**src/rtl/dsa_pixel_fetch_sequential.sv**
```systemverilog
// rtl/dsa_pixel_fetch_sequential.sv - bilinear neighbour fetch responder for the sequential datapath
module dsa_pixel_fetch_sequential #(
    parameter int IMG_WIDTH_MAX  = 512,
    parameter int IMG_HEIGHT_MAX = 512,
    parameter int ADDR_WIDTH     = 18
) (
    input  logic                  clk,
    input  logic                  rst_n,
    input  logic                  fetch_req,
    input  logic [15:0]           current_x,
    input  logic [15:0]           current_y,
    input  logic [15:0]           img_width_in,
    input  logic [15:0]           img_height_in,
    input  logic [15:0]           scale_x,
    input  logic [15:0]           scale_y,
    output logic                  mem_rd_en,
    output logic [ADDR_WIDTH-1:0] mem_addr,
    input  logic [7:0]            mem_rd_data,
    output logic [7:0]            p00,
    output logic [7:0]            p01,
    output logic [7:0]            p10,
    output logic [7:0]            p11,
    output logic [7:0]            frac_x,
    output logic [7:0]            frac_y,
    output logic                  fetch_done,
    output logic                  busy
);

    if ((64'd1 << ADDR_WIDTH) < 64'(IMG_WIDTH_MAX) * 64'(IMG_HEIGHT_MAX)) begin : g_addr_check
        $error("ADDR_WIDTH too small for IMG_WIDTH_MAX*IMG_HEIGHT_MAX");
    end

    typedef enum logic [2:0] {IDLE, CALC, ADDR, READ, DRAIN, DONE} state_t;

    state_t                state;
    logic [15:0]           cx, cy;
    logic [15:0]           x0, x1, y0, y1;
    logic [ADDR_WIDTH-1:0] addr_q [4];
    logic [1:0]            idx;

    // Returns {lo, hi, frac}; out-of-range positions clamp to the last pixel with zero weight.
    function automatic logic [39:0] map_axis(input logic [15:0] coord, input logic [15:0] scale,
                                             input logic [15:0] dim);
        logic [31:0] s;
        logic [15:0] d, lo, hi;
        logic [7:0]  f;
        s = {16'b0, coord} * {16'b0, scale};
        d = (dim == 16'd0) ? 16'd1 : dim;
        if (s[31:8] < {8'b0, d}) begin
            lo = s[23:8];
            f  = s[7:0];
        end else begin
            lo = d - 16'd1;
            f  = 8'd0;
        end
        hi = (({1'b0, lo} + 17'd1) < {1'b0, d}) ? lo + 16'd1 : lo;
        return {lo, hi, f};
    endfunction

    logic [39:0]           map_x, map_y;
    logic [15:0]           w_eff;
    logic [ADDR_WIDTH-1:0] row0, row1;

    always_comb begin
        map_x = map_axis(cx, scale_x, img_width_in);
        map_y = map_axis(cy, scale_y, img_height_in);
        w_eff = (img_width_in == 16'd0) ? 16'd1 : img_width_in;
        row0  = ADDR_WIDTH'(y0) * ADDR_WIDTH'(w_eff);
        row1  = ADDR_WIDTH'(y1) * ADDR_WIDTH'(w_eff);
    end

    always_ff @(posedge clk) begin
        if (!rst_n) begin
            state      <= IDLE;
            cx         <= '0;
            cy         <= '0;
            x0         <= '0;
            x1         <= '0;
            y0         <= '0;
            y1         <= '0;
            idx        <= '0;
            for (int i = 0; i < 4; i++) addr_q[i] <= '0;
            mem_rd_en  <= 1'b0;
            mem_addr   <= '0;
            p00        <= '0;
            p01        <= '0;
            p10        <= '0;
            p11        <= '0;
            frac_x     <= '0;
            frac_y     <= '0;
            fetch_done <= 1'b0;
            busy       <= 1'b0;
        end else begin
            case (state)
                IDLE: begin
                    if (fetch_req) begin
                        cx    <= current_x;
                        cy    <= current_y;
                        busy  <= 1'b1;
                        state <= CALC;
                    end
                end
                CALC: begin
                    {x0, x1, frac_x} <= map_x;
                    {y0, y1, frac_y} <= map_y;
                    state            <= ADDR;
                end
                ADDR: begin
                    addr_q[0] <= row0 + ADDR_WIDTH'(x0);
                    addr_q[1] <= row0 + ADDR_WIDTH'(x1);
                    addr_q[2] <= row1 + ADDR_WIDTH'(x0);
                    addr_q[3] <= row1 + ADDR_WIDTH'(x1);
                    idx       <= 2'd0;
                    // First issue goes out straight from the sum so READ starts next cycle.
                    mem_rd_en <= 1'b1;
                    mem_addr  <= row0 + ADDR_WIDTH'(x0);
                    state     <= READ;
                end
                READ: begin
                    case (idx)
                        2'd1:    p00 <= mem_rd_data;
                        2'd2:    p01 <= mem_rd_data;
                        2'd3:    p10 <= mem_rd_data;
                        default: ;
                    endcase
                    if (idx == 2'd3) begin
                        mem_rd_en <= 1'b0;
                        state     <= DRAIN;
                    end else begin
                        mem_addr <= addr_q[idx + 2'd1];
                        idx      <= idx + 2'd1;
                    end
                end
                DRAIN: begin
                    p11        <= mem_rd_data;
                    fetch_done <= 1'b1;
                    state      <= DONE;
                end
                DONE: begin
                    fetch_done <= 1'b0;
                    busy       <= 1'b0;
                    state      <= IDLE;
                end
                default: state <= IDLE;
            endcase
        end
    end

endmodule

```
**config.mk**
```make
export PLATFORM = sky130hd
export DESIGN_NAME = dsa_pixel_fetch_sequential
export DESIGN_NICKNAME = d
export VERILOG_FILES = /design/src/rtl/dsa_pixel_fetch_sequential.sv
export SDC_FILE = /design/constraint.sdc
export NUM_CORES = 2
export LEC_CHECK = 0
export CAP_MARGIN = 20
export CORE_MARGIN = 3
export CORE_UTILIZATION = 55
export CTS_CLUSTER_DIAMETER = 80
export DETAILED_ROUTE_END_ITERATION = 12
export HOLD_SLACK_MARGIN = 0.02
export PLACE_DENSITY = 0.79
export SLEW_MARGIN = 5
export SYNTH_ARGS = -nofsm -noshare
export SYNTH_HDL_FRONTEND = slang
export SYNTH_SLANG_ARGS = --single-unit
```
**constraint.sdc**
```tcl
create_clock -name clk -period 14.1 [get_ports clk]
set_input_delay 2.82 -clock clk [delete_from_list [all_inputs] [get_ports clk]]
set_output_delay 2.82 -clock clk [all_outputs]
set_load 0.05 [all_outputs]
```
==> run summary <==
flow finished, numbers: Cell Pwr Density=between 100 and 150 mW/mm^2, Core Box Area=0.0766 sq mm, reg2reg path depth=45, num ports=176, Top power group=combinational cells, Post-route DRC=0, RR Endpoint=y1[11]$_SDFFE_PN0P_, Comb group=4.60 mW, Critical Path AT=13.98 ns, crit-path most repeated cell=fa_1, worst-case vdd ir drop=0.000135 V, HP Start=frac_y[0]$_SDFFE_PN0P_, logic share of the area=0.715, biggest area cells=fa_1 28%, ha_1 13%, dfxtp_1 7.9%, total grt overflow=0, Gate Area=0.0334 sq mm, Mean Syn Cell Area=roughly 8.4 sq um, Seq pwr share=0.148, Non-clk bufs=275, wire length on met2=approximately 55000 um, H-tree levels=1, fill count=approximately 6600, fraction of the yosys area taken by sequential cells=0.130, cycle use final=0.957, worst rel slew slack=0.263, count of final hold-check violations=0, dpl ws=-0.147 ns, tap cells=1030, global-route usage over all layers=0.282, YS chip area=0.0429 sq mm, ant diodes=0, buffers plus inverters on the worst setup path=9, reg2reg start=cy[12]$_SDFFE_PN0P_, Critical Path Fanout Max=14, CTS tree=built, Layout non-clock buf frac=0.0535, ys flops=242, routed vias=35600, Final setup viols=0, Layout area overhead=8.93%, Peak Freq=~0.074 GHz, Iter 0 DRT Violations=2644, Async SR Flop Fraction=0, met1 GRT Util=0.369, fp util=0.560, Flops=242, met3 Use GR=0.0342, fin nets=6308, final instance area=0.0467 sq mm, Placed Area=0.0458 sq mm, clock network area share=0.0187, crit path time final=13.49 ns, P_leak=22.0 nW, Top-area cell share=0.283, share of power burned in combinational logic=0.739, Wirelength per Cell=18.2 um, status=finished clean, drt first pass iters=7, crit-path max cell delay=0.55 ns, clkbuf count=33, clock buffer count from CTS=27, first-pass GRT wire length=~190000 um, Metal-1 WL=46500 um, Hold Crit Class=flip-flop to flip-flop, Worst Hold Margin=~0.45 ns, initial antenna violation count=1, Routed WL=roughly 110000 um, DP Wirelength=89700 um, hold_buf cts=0, Primary FF master, synth=dfxtp_1, number of cells in Yosys stat=around 5100, crit path capture type=flip-flop, layout cells sized above 1=0.0429, Crit-path slowest cell=clkdlybuf4s50_1, Most Crowded Layer GR=met2, RePlAce Congestion=0.959, Cell Type Count=approximately 90, switching share of power=0.513, tally of max-capacitance violations=0, startpoint types=input pin, met2 Usage GRT=0.485, tool warnings=28, ANT nets after route=0, die x size=285 um, Hold Crit Endpoint=frac_y[0]$_SDFFE_PN0P_, routed wl met3=between 7000 and 8000 um, total power=6.22 mW, Hold Path Depth=2, Crit. path cell count=48, Clock Sinks=242, inverter count=820
sequential cells by signal, indices dropped and copies added (netlist names), 3 cells and up:
signal    cells
addr_q       72
cx           16
cy           16
frac_x        8
frac_y        8
mem_addr     18
p00           8
p01           8
p10           8
p11           8
state         3
x0           16
x1           16
y0           16
y1           16
what timing repair did:
item,4_1_cts,5_1_grt
buffers inserted,0,2
setup endpoints to repair,0,27
resized,0,23
synth_stat cells (7+ instances only):
| cell type | n |
|---|---|
| a2111oi_0 | 9 |
| a211o_1 | 12 |
| a211oi_1 | 31 |
| a21boi_0 | 7 |
| a21o_1 | 56 |
| a21oi_1 | 248 |
| a311oi_1 | 12 |
| a31oi_1 | 18 |
| and2_1 | 366 |
| and3_1 | 28 |
| and4_1 | 14 |
| buf_1 | 18 |
| clkbuf_1 | 200 |
| dfxtp_1 | 170 |
| edfxtp_1 | 72 |
| fa_1 | 606 |
| ha_1 | 441 |
| inv_1 | 820 |
| mux2_2 | 16 |
| mux2i_1 | 43 |
| mux4_2 | 18 |
| nand2_1 | 821 |
| nand2b_1 | 18 |
| nand3_1 | 74 |
| nand4_1 | 23 |
| nor2_1 | 224 |
| nor2b_1 | 27 |
| nor3_1 | 73 |
| nor3b_1 | 7 |
| nor4_1 | 15 |
| o2111ai_1 | 9 |
| o211ai_1 | 23 |
| o21a_1 | 29 |
| o21ai_0 | 112 |
| o21bai_1 | 21 |
| o31ai_1 | 17 |
| or2_2 | 11 |
| or3_1 | 24 |
| or4_1 | 13 |
| xnor2_1 | 170 |
| xor2_1 | 59 |
logic make-up after synthesis:
family / synth area share
AND-OR/OR-AND: 0.100
XOR/XNOR: 0.0467
adder cells (fa/ha/maj): 0.411
buffers and inverters: 0.0934
flip-flops: 0.130
multiplexers: 0.0240
AND/OR/NAND/NOR: 0.194
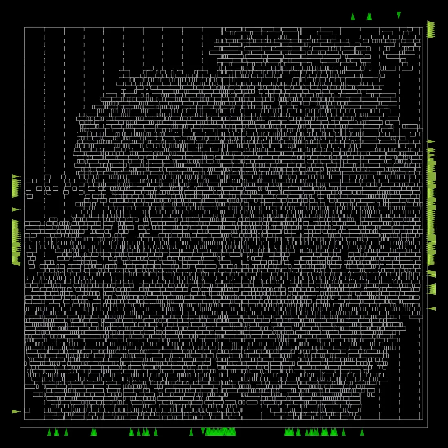
Figure 1: cell placement.
Seq area share: 0.119
fin util: 0.610
Final Instance Count excl. Fillers: 6205
Rows: 101

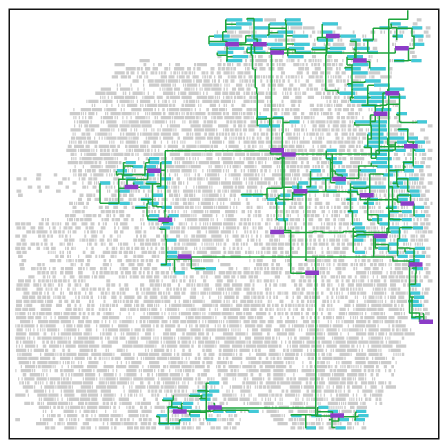
Figure 2: clock wires, drivers and flops.
[green] clock wires | length: 3500 um
[purple] clock drivers | count: 27
[cyan] flip-flops | count: 242
routed clock nets: 28
power share of the clock group: 0.113
clk_skew: 0.0164 ns
clk_lat worst skew: 0.59 ns
P_clk: 0.703 mW

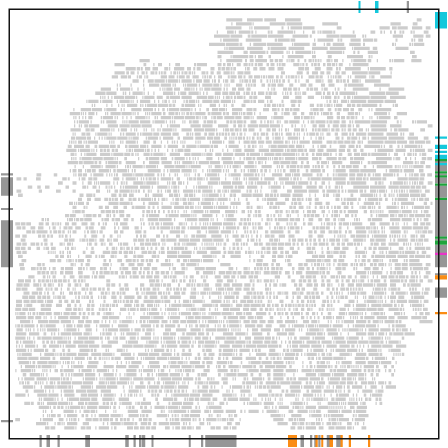
Figure 3: I/O pins on the die edge.
Pins as bars across the die edge, other pins in grey.
[magenta] `fetch_req` | pins: 1 | direction: input | edge: east
[cyan] `mem_addr` | pins: 18 | direction: output | edge: 15 east, 3 north
[green] `mem_rd_data` | pins: 8 | direction: input | edge: east
[orange] `scale_x` | pins: 16 | direction: input | edge: 13 south, 3 east
all pins by edge: 76 east, 61 south, 35 west, 4 north
port bufs: 175
Die H: 285 um

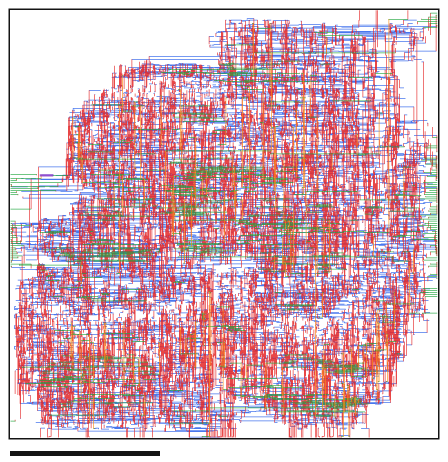
Figure 4: signal wires by layer.
Bar = 100 um.
[orange] metal 4 | wire length: 3810 um
[red] metal 2 | wire length: 54.7 mm
[blue] metal 1 | wire length: 46.5 mm
[purple] metal 5 | wire length: 7.40 um
[green] metal 3 | wire length: 7690 um

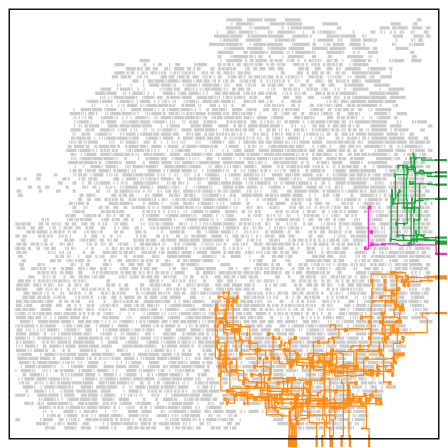
Figure 5: port wiring.
[green] `mem_rd_data` | bits: 8 | direction: input | end cells: 32 | buffers: 8 | wire: 581 um
[orange] `scale_x` | bits: 16 | direction: input | end cells: 256 | buffers: 34 | wire: 3530 um
[magenta] `fetch_req` | bits: 1 | direction: input | end cells: 4 | buffers: 1 | wire: 89.9 um

Power figures rest on the tool's default switching activity, not on a simulated workload.
